**Run 1: wiring by layer**

Scale: 4 px per um. Only two layers are drawn.
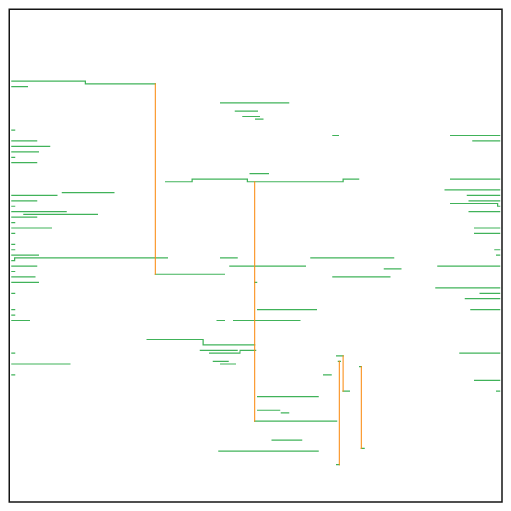
**Run 1: sequential cells coloured by netlist name**

Scale: 4 px per um. Other sequential cells in the stronger grey, the rest of the logic in the fainter grey.
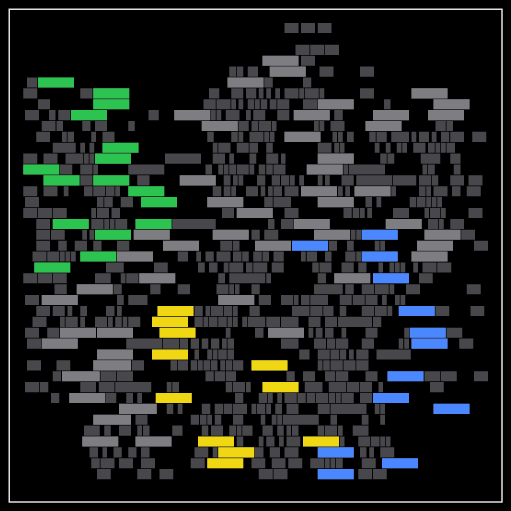
**Run 1: routing congestion map**

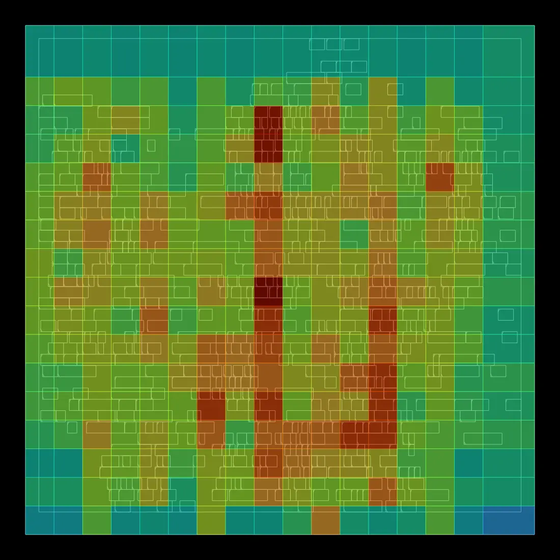
`src/rtl/corrupt_scheduler.sv`:
```
// rtl/corrupt_scheduler.sv - frame-aware scheduler driving the map-path byte corruptor
// Tracks row/col from valid/FAS and decides per byte whether to corrupt and with which mask.

module corrupt_lfsr #(
   parameter logic [7:0] SEED = 8'hA5
) (
   input  logic       i_clk,
   input  logic       i_rst_n,
   input  logic       i_step,
   output logic [7:0] o_state
);
   logic [7:0] lfsr_q;
   logic [7:0] lfsr_d;

   // Galois form of x^8+x^6+x^5+x^4+1; a nonzero seed never reaches the all-zero state
   always_comb begin
      lfsr_d = lfsr_q;
      if (i_step) begin
         lfsr_d = lfsr_q[0] ? ((lfsr_q >> 1) ^ 8'hB8) : (lfsr_q >> 1);
      end
   end

   always_ff @(posedge i_clk or negedge i_rst_n) begin
      if (!i_rst_n) begin
         lfsr_q <= SEED;
      end else begin
         lfsr_q <= lfsr_d;
      end
   end

   assign o_state = lfsr_q;
endmodule

module corrupt_scheduler #(
   parameter int unsigned ROWS      = 4,
   parameter int unsigned COLS      = 1041,
   parameter int unsigned FAS_LEN   = 16,
   parameter logic [7:0]  LFSR_SEED = 8'hA5
) (
   input  logic        i_clk,
   input  logic        i_rst_n,
   input  logic        i_pyld_data_valid,
   input  logic        i_frame_data_fas,
   input  logic [1:0]  i_mode,
   input  logic [7:0]  i_interval,
   input  logic [12:0] i_offset,
   input  logic [7:0]  i_burst_len,
   input  logic        i_trigger,
   output logic [1:0]  o_row_cnt,
   output logic [10:0] o_col_cnt,
   output logic        o_corrupt_en,
   output logic [7:0]  o_xor_mask,
   output logic        o_synced,
   output logic [15:0] o_corrupt_frames,
   output logic [7:0]  o_resync_cnt
);
   localparam logic [1:0]  ROW_LAST      = 2'(ROWS - 1);
   localparam logic [10:0] COL_LAST      = 11'(COLS - 1);
   localparam logic [10:0] FAS_END       = 11'(FAS_LEN);
   localparam logic [12:0] COLS_W        = 13'(COLS);
   localparam logic [1:0]  MODE_CONT     = 2'd1;
   localparam logic [1:0]  MODE_PERIODIC = 2'd2;
   localparam logic [1:0]  MODE_SINGLE   = 2'd3;

   typedef enum logic [1:0] {ST_UNSYNC, ST_PASS, ST_ARMED, ST_BURST} state_t;

   state_t      state_q, state_d;
   logic        synced_q, synced_d;
   logic [1:0]  row_q, row_d;
   logic [10:0] col_q, col_d;
   logic [1:0]  mode_q, mode_d;
   logic [12:0] offset_q, offset_d;
   logic [7:0]  len_q, len_d;
   logic [7:0]  skip_q, skip_d;
   logic [7:0]  rem_q, rem_d;
   logic        pending_q, pending_d;
   logic        hit_q, hit_d;
   logic [15:0] frames_q, frames_d;
   logic [7:0]  resync_q, resync_d;

   logic        fas_byte;
   logic        synced;
   logic        at_origin;
   logic [1:0]  cur_row;
   logic [10:0] cur_col;
   logic [12:0] lin_idx;
   logic        is_eof;
   logic        is_prot;
   logic [1:0]  cur_mode;
   logic [12:0] cur_offset;
   logic [7:0]  cur_len;
   logic        sel_frame;
   logic        arm_now;
   logic        burst_start;
   logic        in_burst;
   logic        burst_byte;
   logic [7:0]  rem_base;
   logic [7:0]  rem_next;
   logic        frame_hit;
   logic        corrupt_en;
   logic [7:0]  lfsr_state;

   corrupt_lfsr #(
      .SEED (LFSR_SEED)
   ) u_lfsr (
      .i_clk   (i_clk),
      .i_rst_n (i_rst_n),
      .i_step  (i_pyld_data_valid),
      .o_state (lfsr_state)
   );

   // Position and per-byte classification of the byte currently on the line
   always_comb begin
      fas_byte   = i_pyld_data_valid & i_frame_data_fas;
      synced     = (state_q != ST_UNSYNC);
      at_origin  = (row_q == 2'd0) && (col_q == 11'd0);
      cur_row    = fas_byte ? 2'd0 : row_q;
      cur_col    = fas_byte ? 11'd0 : col_q;
      lin_idx    = 13'(cur_row) * COLS_W + 13'(cur_col);
      is_eof     = (cur_row == ROW_LAST) && (cur_col == COL_LAST);
      is_prot    = ((cur_row == 2'd0) && (cur_col < FAS_END)) || is_eof;
      cur_mode   = fas_byte ? i_mode      : mode_q;
      cur_offset = fas_byte ? i_offset    : offset_q;
      cur_len    = fas_byte ? i_burst_len : len_q;
      frame_hit  = fas_byte ? 1'b0 : hit_q;
   end

   // Burst scheduling: a new FAS always re-evaluates selection, aborting any burst in flight
   always_comb begin
      sel_frame   = fas_byte & synced &
                    (((i_mode == MODE_PERIODIC) && (skip_q == 8'd0)) ||
                     ((i_mode == MODE_SINGLE) && pending_q));
      arm_now     = (sel_frame & (i_burst_len != 8'd0)) |
                    (i_pyld_data_valid & ~fas_byte & (state_q == ST_ARMED));
      burst_start = arm_now & (lin_idx == cur_offset);
      in_burst    = burst_start | (i_pyld_data_valid & ~fas_byte & (state_q == ST_BURST));
      burst_byte  = in_burst & ~is_prot;
      rem_base    = burst_start ? cur_len : rem_q;
      rem_next    = burst_byte ? (rem_base - 8'd1) : rem_base;
      corrupt_en  = i_pyld_data_valid & synced & ~is_prot &
                    ((cur_mode == MODE_CONT) | in_burst);
   end

   always_comb begin
      state_d   = state_q;
      row_d     = row_q;
      col_d     = col_q;
      mode_d    = mode_q;
      offset_d  = offset_q;
      len_d     = len_q;
      skip_d    = skip_q;
      rem_d     = rem_q;
      pending_d = pending_q;
      hit_d     = hit_q;
      frames_d  = frames_q;
      resync_d  = resync_q;

      if (i_pyld_data_valid) begin
         if (cur_col == COL_LAST) begin
            col_d = 11'd0;
            row_d = (cur_row == ROW_LAST) ? 2'd0 : (cur_row + 2'd1);
         end else begin
            col_d = cur_col + 11'd1;
            row_d = cur_row;
         end
         hit_d = frame_hit | corrupt_en;
         if (corrupt_en && !frame_hit && (frames_q != 16'hFFFF)) begin
            frames_d = frames_q + 16'd1;
         end
      end

      if (fas_byte) begin
         mode_d   = i_mode;
         offset_d = i_offset;
         len_d    = i_burst_len;
      end

      if (fas_byte && synced && !at_origin && (resync_q != 8'hFF)) begin
         resync_d = resync_q + 8'd1;
      end

      // The skip counter doubles as the captured interval: it reloads only when a frame is taken
      if (fas_byte && synced && (i_mode == MODE_PERIODIC)) begin
         skip_d = (skip_q == 8'd0) ? i_interval : (skip_q - 8'd1);
      end

      if (fas_byte && synced && (i_mode == MODE_SINGLE)) begin
         pending_d = 1'b0;
      end else if (i_trigger) begin
         pending_d = 1'b1;
      end

      if (in_burst) begin
         rem_d = rem_next;
      end

      if (in_burst) begin
         state_d = ((rem_next == 8'd0) || is_eof) ? ST_PASS : ST_BURST;
      end else if (arm_now) begin
         state_d = is_eof ? ST_PASS : ST_ARMED;
      end else if (fas_byte) begin
         state_d = ST_PASS;
      end else if (i_pyld_data_valid && synced && at_origin) begin
         state_d = ST_UNSYNC;
      end

      synced_d = (state_d != ST_UNSYNC);
   end

   always_ff @(posedge i_clk or negedge i_rst_n) begin
      if (!i_rst_n) begin
         state_q   <= ST_UNSYNC;
         synced_q  <= 1'b0;
         row_q     <= 2'd0;
         col_q     <= 11'd0;
         mode_q    <= 2'd0;
         offset_q  <= 13'd0;
         len_q     <= 8'd0;
         skip_q    <= 8'd0;
         rem_q     <= 8'd0;
         pending_q <= 1'b0;
         hit_q     <= 1'b0;
         frames_q  <= 16'd0;
         resync_q  <= 8'd0;
      end else begin
         state_q   <= state_d;
         synced_q  <= synced_d;
         row_q     <= row_d;
         col_q     <= col_d;
         mode_q    <= mode_d;
         offset_q  <= offset_d;
         len_q     <= len_d;
         skip_q    <= skip_d;
         rem_q     <= rem_d;
         pending_q <= pending_d;
         hit_q     <= hit_d;
         frames_q  <= frames_d;
         resync_q  <= resync_d;
      end
   end

   assign o_row_cnt        = cur_row;
   assign o_col_cnt        = cur_col;
   assign o_corrupt_en     = corrupt_en;
   assign o_xor_mask       = corrupt_en ? lfsr_state : 8'h00;
   assign o_synced         = synced_q;
   assign o_corrupt_frames = frames_q;
   assign o_resync_cnt     = resync_q;
endmodule

```
`config.mk`:
```
export PLATFORM = sky130hd
export DESIGN_NAME = corrupt_scheduler
export DESIGN_NICKNAME = d
export VERILOG_FILES = /design/src/rtl/corrupt_scheduler.sv
export SDC_FILE = /design/constraint.sdc
export NUM_CORES = 1
export LEC_CHECK = 0
export CORE_MARGIN = 3
export CORE_UTILIZATION = 38
export DETAILED_ROUTE_END_ITERATION = 7
export PLACE_DENSITY = 0.66
export SLEW_MARGIN = 0
export SYNTH_ARGS = -nofsm -noshare
export SYNTH_HDL_FRONTEND = slang
export SYNTH_HIERARCHICAL = 1
export SYNTH_SLANG_ARGS = --single-unit
export TNS_END_PERCENT = 1
```
`constraint.sdc`:
```
create_clock -name i_clk -period 9.2 [get_ports i_clk]
set_input_delay 1.84 -clock i_clk [delete_from_list [all_inputs] [get_ports i_clk]]
set_output_delay 1.84 -clock i_clk [all_outputs]
set_load 0.01 [all_outputs]
```
==> out/results.ini, run 1 <==
[detailed_routing]
drt-vias-per-instance = 5.23
highest_layer = met4
drc_errors = 0
antenna_left = 0
wl_met1_um = 6020
wl_um = 12800
dr.pass1.iters = 5
vias = 4317
route.met2.wl_um = 5830

[final_timing]
grt_setup_unrepaired = false
drv_slew = 0
skew_ns = 0.00599
period_needed_ns = 8.40
tightest_slew_ns = 1.16
slew_headroom_pct = 21.7
finalClockPeriodUsage_pct = 91.3
finalSetupViolations = 0
tns_ns = 0
hold_ws_ns = 0.476
hold_viol_final = 0

[place]
dpl-instance-area_mm2 = 0.00619
portBuffers = 82
dpl.cell_count = 810
place.gp.congestion = 0.847
dpl.hpwl_um = 9340

[cells_and_area]
final_common_cell = nand2_1
layout_top_cells = nand2_1, dfrtp_1, clkdlybuf4s50_1, nor2_1, xnor2_1
synthToLayoutAreaGrowth_pct = 25.2
nNetsFinal = 693
diodes = 0
stdcell_count = 826

[power_and_ir_drop]
internal_power_mw = 0.905
power_frac_seq_pct = 43.3
p_total_mw = 1.35
comb_power_share_pct = 28.9
peakVddDrop_v = 0.000125
p_clk_share_pct = 27.7
p_leak_nw = 2.82
pwr_density_cell_mw_per_mm2 = 208

[synthesis]
synth.largest_area_cell = dfrtp_1
synth-seq-cells = 89
synth_area_per_cell_um2 = 9.18
synth.net_count = 613
synth_area_mm2 = 0.00519
ys_warn_count = 6
synth-edff-count = 0
async_flop_share_pct = 100
yosysUniqueCellTypes = 61
synth.top_cell.area_share_pct = 41.0
area_leaders = dfrtp_1, xnor2_1, nand2_1, nor2_1, xor2_1

[global_route]
grt_max_degree = 55
grt_first_pass_wirelength_um = 21600
grt-ovfl-total = 0

[clocking]
hold_buffers = 0
insertion_delay_ns = 0.34
cts_buffers = 9
cts_sinks = 89
cts_tree = yes
clk_path_buf_depth = 2
cts_resized = 0
clkTransAtPathRegs_ns = 0.06
cts_setup_buffers = 0
htreeDepth = 3

[worst_hold_path]
whs_path_depth = 1
holdPathEnd = hit_q$_DFFE_PN0P_
hp-start = hit_q$_DFFE_PN0P_

[floorplanning]
floorplanUtilization_pct = 39.0
die_y_um = 123
chip_area_mm2 = 0.0151
fp.coreArea_mm2 = 0.0133

[critical_path]
critical_path.max_fanout = 22
startpoint_type = primary input
arrival_ns = 6.56
r2r_start = row_q[1]$_DFFE_PN0P_
critPathKind = in2out
rrSetupSlack_ns = 4.49
rr_endpoint = state_q[1]$_DFF_PN0_

[run_status]
status = finished, final reports clean

[run]
tool_warnings = 26

About 'wiring by layer':
layer	colour	wire length
M4	orange	163 um
M3	green	742 um

About 'sequential cells coloured by netlist name':
signal	colour	sequential cells
`o_corrupt_frames`	green	16
`offset_q`	blue	13
`col_q`	yellow	11
not coloured	49

About 'routing congestion map':
post-layout util: 48.8%
met2 Use GR: 28.2%
met3 Use GR: 4.38%
Avg WL per Cell: 15.4 um
GRT Total Usage: 18.0%

[run 1: kinds of logic after synthesis]
family / after synthesis / synth area share (%)
flip-flops: 89 / 43.0
multiplexers: 25 / 5.11
AND-OR/OR-AND: 86 / 10.5
buffers and inverters: 36 / 2.94
AND/OR/NAND/NOR: 248 / 23.4
adder cells (fa/ha/maj): 13 / 3.23
XOR/XNOR: 68 / 11.8
[run 1: Yosys cell counts (2+ instances only)]
library cell and number:
and3_1 13, nand3_1 22, or3_1 2, clkbuf_1 15, inv_1 15, xor2_1 19, nor3_1 11, a211oi_1 2
a31oi_1 7, nand2_1 86, a21o_1 6, a41oi_1 2, dfstp_2 4, dfrtp_1 85, and2_1 21, a22o_1 3
and4_1 4, mux2_2 12, nand2b_1 3, o22ai_1 5, a21oi_1 22, nor2b_1 5, mux2i_1 13, ha_1 11
nor4_1 8, buf_4 2, o21ai_0 23, nor3b_1 3, or4_1 4, xnor2_1 48, nor2_1 55, nand4_1 5
[run 1: worst max-delay path, stage by stage]
cell,delay (ns)
clkdlybuf4s50_1,0.45
buf_4,0.20
nand2_1,0.22
and2_1,0.27
ha_1,0.20
ha_1,0.20
fa_1,0.49
xor2_1,0.17
nor4_1,0.22
a31oi_1,0.08
nor4_1,0.20
nand3_1,0.16
nor4b_4,0.30
buf_4,0.32
o311a_1,0.47
and2_1,0.20
clkdlybuf4s50_1,0.53
[run 1: registers in the layout, indices dropped and copies added (netlist names)]
register	flops
u_lfsr/o_state	8
hit_q	1
pending_q	1
o_synced	1
o_corrupt_frames	16
rem_q	8
skip_q	8
col_q	11
mode_q	2
offset_q	13
state_q	2
row_q	2
o_resync_cnt	8
len_q	8
[run 1: metal layers]
metal | track usage (%) | up-vias
li1 | - | 2114
met2 | 28.2 | 117
met3 | 4.38 | 12
met5 | 0 | -
met1 | 24.9 | 2074
met4 | 4.76 | 0
[run 1: power groups by stage]
stage / logic [mW] / clock network (mW) / registers [mW]
3_5_place_dp: 0.392 / 0 / 0.589
3_3_place_gp: 0.381 / 0 / 0.586
6_report: 0.390 / 0.374 / 0.584
5_1_grt: 0.434 / 0.406 / 0.601
2_1_floorplan: 0.265 / 0 / 0.566
4_1_cts: 0.394 / 0.384 / 0.584
[run 1: worst max-delay path by stage]
stage                           from       endpoint  slack [ns]  depth (start not counted)
floorplan           i_frame_data_fas  o_xor_mask[0]        1.62                         18
global placement    i_frame_data_fas  o_xor_mask[1]        0.98                         17
detailed placement  i_frame_data_fas  o_xor_mask[7]        0.79                         17
CTS                 i_frame_data_fas  o_xor_mask[7]        0.76                         17
global route        i_frame_data_fas  o_xor_mask[7]        0.41                         17
finish              i_frame_data_fas  o_xor_mask[7]        0.80                         17
[run 1: final cells by class]
class	instances	area [um2]
fillers	1265	6800
multi-input cells	440	2800
flip-flops and latches	89	2230
repair buffers	90	878
clock buffers	10	239
well taps	176	220
clock inverters	6	65.1
inverters	15	56.3
**Run 1: the metal 3 layer**

Scale: 3 px per um. Cells faint in the background.
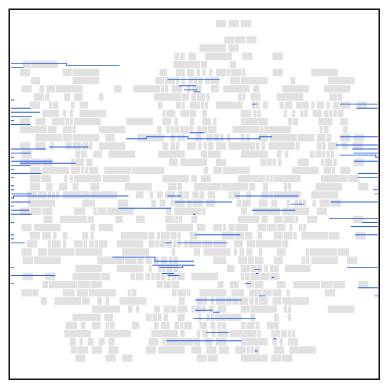

==> run 1 -> run 2 <==
--- a/config.mk
+++ b/config.mk
@@ -7,8 +7,10 @@
 export LEC_CHECK = 0
 export CORE_MARGIN = 3
 export CORE_UTILIZATION = 38
+export CTS_BUF_LIST = sky130_fd_sc_hd__clkbuf_4 sky130_fd_sc_hd__clkbuf_8
 export DETAILED_ROUTE_END_ITERATION = 7
-export PLACE_DENSITY = 0.66
+export HOLD_SLACK_MARGIN = 0.03
+export PLACE_DENSITY_LB_ADDON = 0.25
 export SLEW_MARGIN = 0
 export SYNTH_ARGS = -nofsm -noshare
 export SYNTH_HDL_FRONTEND = slang
**Run 2: the metal 3 layer**

Scale: 3 px per um. Cells faint in the background.
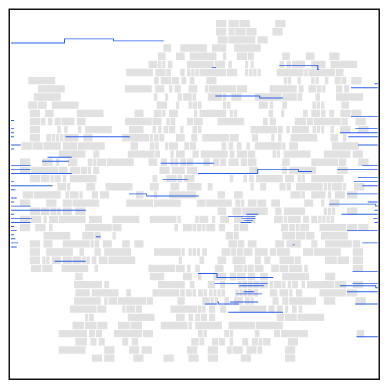
main direction	horizontal
share of all routed wire	5.1%
nets with wire on the layer	73
wire length on this layer	665 um

**Run 2: signal wires on met1**

Scale: 4 px per um. Supply wires on this layer in grey. Cells faint in the background.
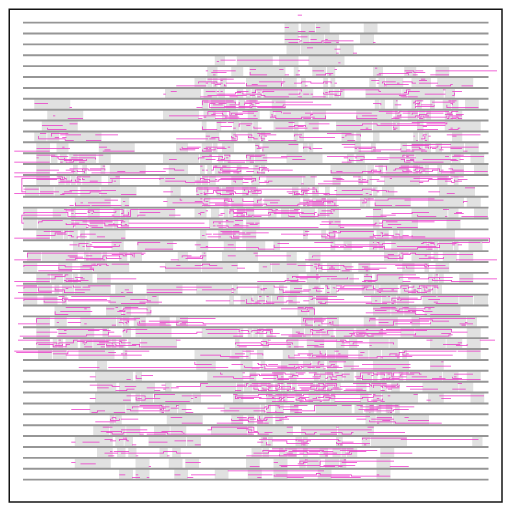
main direction	horizontal
share of all routed wire	47%
wire length on this layer	6,130 um
longest straight run	29.9 um
nets with wire on the layer	627

**Run 2: wiring by layer**

Scale: 4 px per um. Only two layers are drawn.
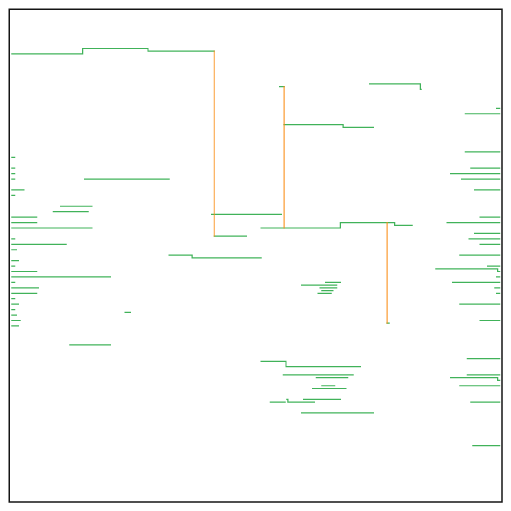
layer	colour	wire length
M4	orange	107 um
M3	green	665 um

==> run 2 against run 1 <==
Global-route usage up 0.27 points; die area unchanged; synthesized cell count is the same; critical endpoint is now o_xor_mask[6]; synthesized area did not move; power fell by 6.1%; clock-buffer cell count increased by 4; clock skew about the same.
==> out/results.ini, run 2 <==
[critical_path]
critPathKind = in2out  ; unchanged
cp_slowest_stage_delay_ns = 0.58  ; was 0.53 ns
path_cells = clkdlybuf4s50_1, nand2_1, buf_4, and2_1, ha_1, ha_1, fa_1, xor2_1, nor4_1, a31oi_1, nor4_1, nand3_1, nor4b_4, buf_4, o311a_1, and2_1, clkdlybuf4s50_1  ; was clkdlybuf4s50_1, buf_4, nand2_1, and2_1, ha_1, ha_1, fa_1, xor2_1, nor4_1, a31oi_1, nor4_1, nand3_1, nor4b_4, buf_4, o311a_1, and2_1, clkdlybuf4s50_1
startpoint = i_pyld_data_valid  ; was i_frame_data_fas
arrival_ns = 6.52  ; was 6.56 ns
startpoint_type = primary input  ; unchanged
critical_path.max_fanout = 22  ; unchanged
r2r_start = row_q[0]$_DFFE_PN0P_  ; was row_q[1]$_DFFE_PN0P_

[clocking]
cts_tree = yes  ; unchanged
cts_resized = 0  ; unchanged
clkTransAtPathRegs_ns = 0.08  ; was 0.06 ns
cts_setup_buffers = 0  ; unchanged
cts_sinks = 89  ; unchanged
insertion_delay_ns = 0.37  ; was 0.34 ns
hold_buffers = 0  ; unchanged
clk_path_buf_depth = 2  ; unchanged
htreeDepth = 3  ; unchanged

[final_timing]
drv_slew = 0  ; unchanged
hold_viol_final = 0  ; unchanged
grt_setup_unrepaired = false  ; unchanged
finalSetupViolations = 0  ; unchanged
hold_ws_ns = 0.481  ; was 0.476 ns
skew_ns = 0.00619  ; was 0.00599 ns
slew_headroom_pct = 18.9  ; was 21.7%
tightest_slew_ns = 1.21  ; was 1.16 ns
tns_ns = 0  ; unchanged
finalClockPeriodUsage_pct = 90.9  ; was 91.3%

[power_and_ir_drop]
p_clk_share_pct = 22.7  ; was 27.7%
peakVddDrop_v = 0.000135  ; was 0.000125 V
comb_power_share_pct = 31.2  ; was 28.9%
internal_power_mw = 0.840  ; was 0.905 mW
pwr_density_cell_mw_per_mm2 = 197  ; was 208 mW/mm2

[synthesis]
async_flop_share_pct = 100  ; unchanged
synth.net_count = 613  ; unchanged
synth_area_mm2 = 0.00519  ; unchanged
synth-seq-cells = 89  ; unchanged
yosys_most_used_dff = dfrtp_1  ; unchanged
ys_warn_count = 6  ; unchanged
synth-edff-count = 0  ; unchanged
synth.largest_area_cell = dfrtp_1  ; unchanged
synthMostInstantiatedCell = nand2_1  ; unchanged
synth_area_per_cell_um2 = 9.18  ; unchanged
synth.top_cell.area_share_pct = 41.0  ; unchanged
synth_seq_share_pct = 43.0  ; unchanged
yosysUniqueCellTypes = 61  ; unchanged
area_leaders = dfrtp_1, xnor2_1, nand2_1, nor2_1, xor2_1  ; unchanged

[cells_and_area]
largest_reg_flops = 16  ; unchanged
final_common_cell = nand2_1  ; unchanged
nNetsFinal = 694  ; was 693
nFillCells = 1276  ; was 1,265
post-route-util_pct = 48.2  ; was 48.8%
synthToLayoutAreaGrowth_pct = 23.6  ; was 25.2%
diodes = 0  ; unchanged
layout_top_cells = nand2_1, dfrtp_1, clkdlybuf4s50_1, nor2_1, xnor2_1  ; unchanged

[floorplanning]
floorplanUtilization_pct = 39.0  ; unchanged
fp.coreArea_mm2 = 0.0133  ; unchanged
chip_area_mm2 = 0.0151  ; unchanged
die_y_um = 123  ; unchanged

[worst_hold_path]
hold_path.class = reg2reg  ; unchanged
hp-start = hit_q$_DFFE_PN0P_  ; unchanged

[detailed_routing]
drc_errors = 0  ; unchanged
vias = 4327  ; was 4,317
wl_per_cell_um = 15.7  ; was 15.4 um
wl_um = 13000  ; was 12,800 um
antenna_left = 0  ; unchanged
drt-vias-per-instance = 5.23  ; about the same

[global_route]
grt-ovfl-total = 0  ; unchanged
grt_first_pass_wirelength_um = 21700  ; was 21,600 um
grt_usage_pct = 18.2  ; was 18.0%

[place]
portBuffers = 82  ; unchanged
place.gp.congestion = 0.877  ; was 0.847
dpl.hpwl_um = 9630  ; was 9340 um
dpl-instance-area_mm2 = 0.00620  ; was 0.00619 mm2

[run_status]
status = finished, final reports clean  ; unchanged

run 2: cell type report:
type | instances | area [um2] | area share [%]
multi-input cells | 440 | 2800 | 43.7
flip-flops and latches | 89 | 2230 | 34.8
repair buffers | 91 | 886 | 13.8
well taps | 176 | 220 | 3.43
clock buffers | 14 | 180 | 2.81
inverters | 15 | 56.3 | 0.878
clock inverters | 2 | 35.0 | 0.546
run 2: through the flow:
| step | total power, mW | instances |
|---|---|---|
| 5_1_grt | 1.35 | 827 |
| 3_3_place_gp | 0.971 | 811 |
| 6_report | 1.27 | 827 |
| 4_1_cts | 1.28 | 827 |
| 3_5_place_dp | 0.987 | 811 |
| 2_1_floorplan | 0.831 | 565 |
run 2: cell families after synthesis:
family,share of synthesized area [%]
AND/OR/NAND/NOR,23.4
flip-flops,43.0
AND-OR/OR-AND,10.5
XOR/XNOR,11.8
buffers and inverters,2.94
multiplexers,5.11
adder cells (fa/ha/maj),3.23
run 2: worst max-delay path, delay by kind of cell:
| family | cells | cell delay, ns |
|---|---|---|
| AOI/OAI and AO/OA | 2 | 0.53 |
| xor gates and xnor gates | 1 | 0.17 |
| adders and majority gates | 3 | 0.90 |
| buffers and inverters | 4 | 1.63 |
| and+or+nand+nor | 7 | 1.43 |
run 2: layer usage:
layer / part of all wire (%) / GRT usage (%) / wire length, um / vias up
met3: 5.1 / 4.75 / 664 / 7
met5: 0 / 0 / 0 / -
li1: - / - / - / 2107
met4: 0.82 / 4.55 / 106 / 0
met1: 47 / 24.4 / 6130 / 2104
met2: 47 / 29.6 / 6080 / 109
run 2: final timing paths:
path | slack (ns) | depth (start not counted) | endpoint
worst min register to register | 0.48 | 1 | hit_q$_DFFE_PN0P_
min in group asynchronous | 1.40 | 1 | col_q[0]$_DFFE_PN0P_
worst max register to register | 4.48 | 19 | state_q[1]$_DFF_PN0_
worst min-delay path | 0.48 | 1 | hit_q$_DFFE_PN0P_
max in group asynchronous | 6.72 | 2 | o_corrupt_frames[2]$_DFFE_PN0P_
worst max-delay path | 0.84 | 17 | o_xor_mask[6]
run 2: power groups by stage:
stage / Clock (mW) / Sequential [mW] / Combinational, mW
after floorplan: 0 / 0.566 / 0.265
after global placement: 0 / 0.586 / 0.385
after detailed placement: 0 / 0.590 / 0.397
after CTS: 0.300 / 0.584 / 0.400
after global routing: 0.312 / 0.599 / 0.442
final: 0.287 / 0.584 / 0.395
**Run 2: sequential cells coloured by netlist name**

Scale: 4 px per um. Other sequential cells in the stronger grey, the rest of the logic in the fainter grey.
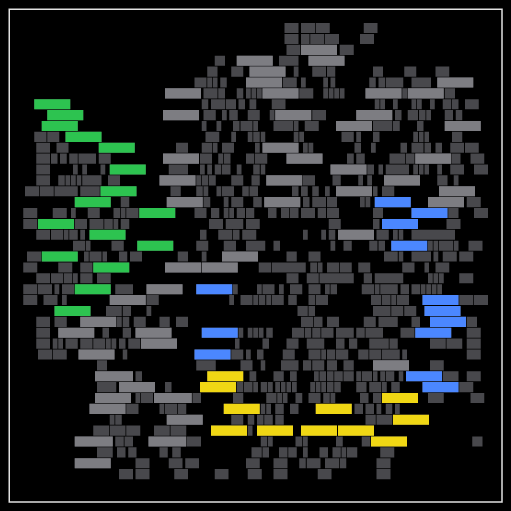

==> run 2 -> run 3 <==
--- a/config.mk
+++ b/config.mk
@@ -9,8 +9,10 @@
 export CORE_UTILIZATION = 38
 export CTS_BUF_LIST = sky130_fd_sc_hd__clkbuf_4 sky130_fd_sc_hd__clkbuf_8
 export DETAILED_ROUTE_END_ITERATION = 7
+export GPL_ROUTABILITY_DRIVEN = 0
 export HOLD_SLACK_MARGIN = 0.03
 export PLACE_DENSITY_LB_ADDON = 0.25
+export REMOVE_ABC_BUFFERS = 1
 export SLEW_MARGIN = 0
 export SYNTH_ARGS = -nofsm -noshare
 export SYNTH_HDL_FRONTEND = slang
**Run 3: sequential cells coloured by netlist name**

Scale: 4 px per um. Other sequential cells in the stronger grey, the rest of the logic in the fainter grey.
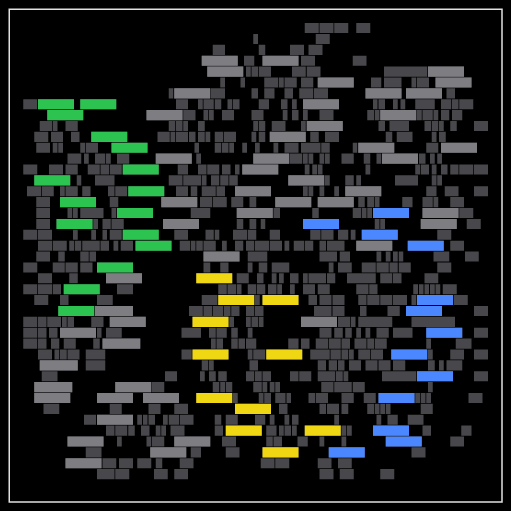
signal	colour	sequential cells
`offset_q`	blue	13
`col_q`	yellow	11
`o_corrupt_frames`	green	16

**Run 3: M4 wires**

Scale: 4 px per um. Supply wires on this layer in grey.
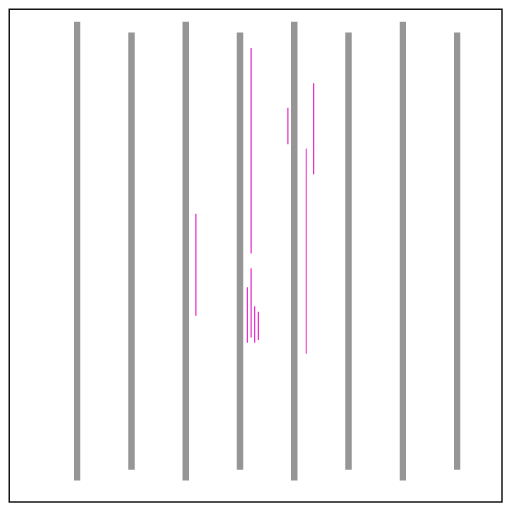
main direction	vertical
wire length on this layer	205 um
longest straight run	51.1 um
nets with wire on the layer	8
share of all routed wire	1.6%

==> run 3 against run 2 <==
Register-to-register slack got worse by 0.06 ns; synthesized cell count stayed put; final cell count down 0.12%; synthesized area did not move; maximum frequency grew 2.8%; sequential share of layout area barely moved; wire length is 0.10% lower; die area is the same; flip-flop count stayed put; clock power is 8.0% higher; clock-buffer cell count shrank 2; largest cell class unchanged.
==> out/results.ini, run 3 <==
[run_status]
status = finished, final reports clean  ; unchanged

[final_timing]
drv_slew = 0  ; unchanged
tns_ns = 0  ; unchanged
period_needed_ns = 8.14  ; was 8.36 ns

[run]
tool_warnings = 25  ; was 26

[synthesis]
synth.largest_area_cell = dfrtp_1  ; unchanged
synth-seq-cells = 89  ; unchanged
synth_area_mm2 = 0.00519  ; unchanged
area_leaders = dfrtp_1, xnor2_1, nand2_1, nor2_1, xor2_1  ; unchanged
ys_warn_count = 6  ; unchanged
yosys_most_used_dff = dfrtp_1  ; unchanged
synthMostInstantiatedCell = nand2_1  ; unchanged
async_flop_share_pct = 100  ; unchanged
synth_area_per_cell_um2 = 9.18  ; unchanged

[power_and_ir_drop]
peakVddDrop_v = 0.000138  ; was 0.000135 V

[clocking]
cts_setup_buffers = 0  ; unchanged
clk_path_buf_depth = 2  ; unchanged
htreeDepth = 3  ; unchanged

[critical_path]
path_cells = clkdlybuf4s50_1, and2_1, buf_4, nor2_1, ha_1, and2_1, a41oi_1, nor2_1, xnor2_1, o2111ai_1, nor4b_4, o311a_1, and2_1, clkdlybuf4s50_1  ; was clkdlybuf4s50_1, nand2_1, buf_4, and2_1, ha_1, ha_1, fa_1, xor2_1, nor4_1, a31oi_1, nor4_1, nand3_1, nor4b_4, buf_4, o311a_1, and2_1, clkdlybuf4s50_1
critical-path-top-delay-family = buffers and inverters  ; unchanged
path_buffers = 3  ; was 4
startpoint_type = primary input  ; unchanged
critPathKind = in2out  ; unchanged
rr_worst_depth = 19  ; unchanged
cp_slowest_stage_delay_ns = 0.64  ; was 0.58 ns
critical_path_depth = 14  ; was 17

[floorplanning]
chip_area_mm2 = 0.0151  ; unchanged

[detailed_routing]
antenna_left = 0  ; unchanged
drt-vias-per-instance = 5.21  ; was 5.23
vias = 4304  ; was 4,327

[worst_hold_path]
hold_path.class = reg2reg  ; unchanged
whs_path_depth = 1  ; unchanged

[cells_and_area]
synthToLayoutAreaGrowth_pct = 23.8  ; was 23.6%
final_common_cell = nand2_1  ; unchanged
nNetsFinal = 693  ; was 694
stdcell_count = 826  ; was 827

**Run 3: routing congestion map**

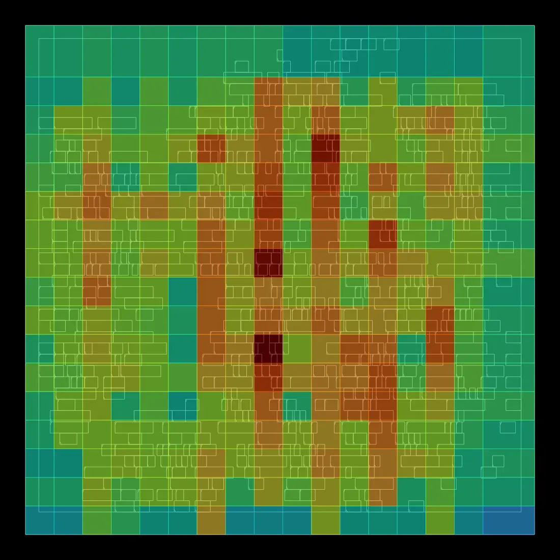
met3 Use GR: 4.42%
GRT Total Usage: 18.1%

==> run 3: per-stage QoR <==
stage / util, % / hold slack, ns / total power, mW / area [um2]
floorplan: - / 0.440 / 0.825 / 5090
global placement: 46.6 / 0.455 / 0.967 / 6190
detailed placement: 46.6 / 0.470 / 0.981 / 6190
CTS: 48.3 / 0.493 / 1.30 / 6420
global route: 48.3 / 0.514 / 1.38 / 6420
finish: 48.3 / 0.486 / 1.28 / 6420
==> run 3: area by class of cell <==
class | instances | area, um2 | area share (%)
Clock buffer | 12 | 153 | 2.38
Clock inverter | 4 | 76.3 | 1.19
Inverter | 15 | 56.3 | 0.877
Multi-Input combinational cell | 440 | 2800 | 43.7
Sequential cell | 89 | 2230 | 34.8
Tap cell | 176 | 220 | 3.43
Timing Repair Buffer | 90 | 878 | 13.7
==> run 3: logic make-up (layout without fill, tap and decap cells) <==
logic type | Yosys count | count (layout) | synth area share (%)
AOI/OAI and AO/OA | 86 | 86 | 10.5
xor gates and xnor gates | 68 | 68 | 11.8
muxes | 25 | 25 | 5.11
adders and majority gates | 13 | 13 | 3.23
buffers and inverters | 36 | 121 | 2.94
and+or+nand+nor | 248 | 248 | 23.4
DFF | 89 | 89 | 43.0
==> run 3: path summary, 6_finish.rpt <==
path / start / to
max reg2reg: row_q[1]$_DFFE_PN0P_ / state_q[1]$_DFF_PN0_
max: i_pyld_data_valid / o_xor_mask[3]
min: hit_q$_DFFE_PN0P_ / hit_q$_DFFE_PN0P_
max in group asynchronous: i_rst_n / o_corrupt_frames[6]$_DFFE_PN0P_
min reg2reg: hit_q$_DFFE_PN0P_ / hit_q$_DFFE_PN0P_
min in group asynchronous: i_rst_n / offset_q[12]$_DFF_PN0_
==> run 3: power breakdown <==
part / leakage [nW] / internal, mW / total (mW) / switching, mW
clock: 0.114 / 0.167 / 0.310 / 0.143
combinational: 1.55 / 0.199 / 0.392 / 0.193
sequential: 1.13 / 0.487 / 0.581 / 0.0942
==> run 3: worst reg2reg max path, cell delays in order, from the launching register on <==
cell and delay (ns):
dfrtp_1 0.64, xnor2_1 0.18, nor2_1 0.06, ha_1 0.25, fa_1 0.49, xor2_1 0.16
nor4_1 0.18, a31oi_1 0.09, nor4_1 0.18, nand3_1 0.15, nor4b_4 0.37, buf_4 0.33
mux2i_1 0.32, ha_1 0.29, nand2_1 0.20, nor2_1 0.19, xnor2_1 0.14, a21oi_1 0.11
nor3_1 0.24, a31oi_1 0.11
==> run 3: routing by layer <==
layer	global-route usage [%]	part of all wire (%)	vias to the layer above
met1	24.7	48	2076
li1	-	-	2112
met2	28.6	46	96
met4	5.74	1.6	0
met5	0	0	-
met3	4.42	4.7	20
No activity file was given, so power comes from the tool's default toggle rates.
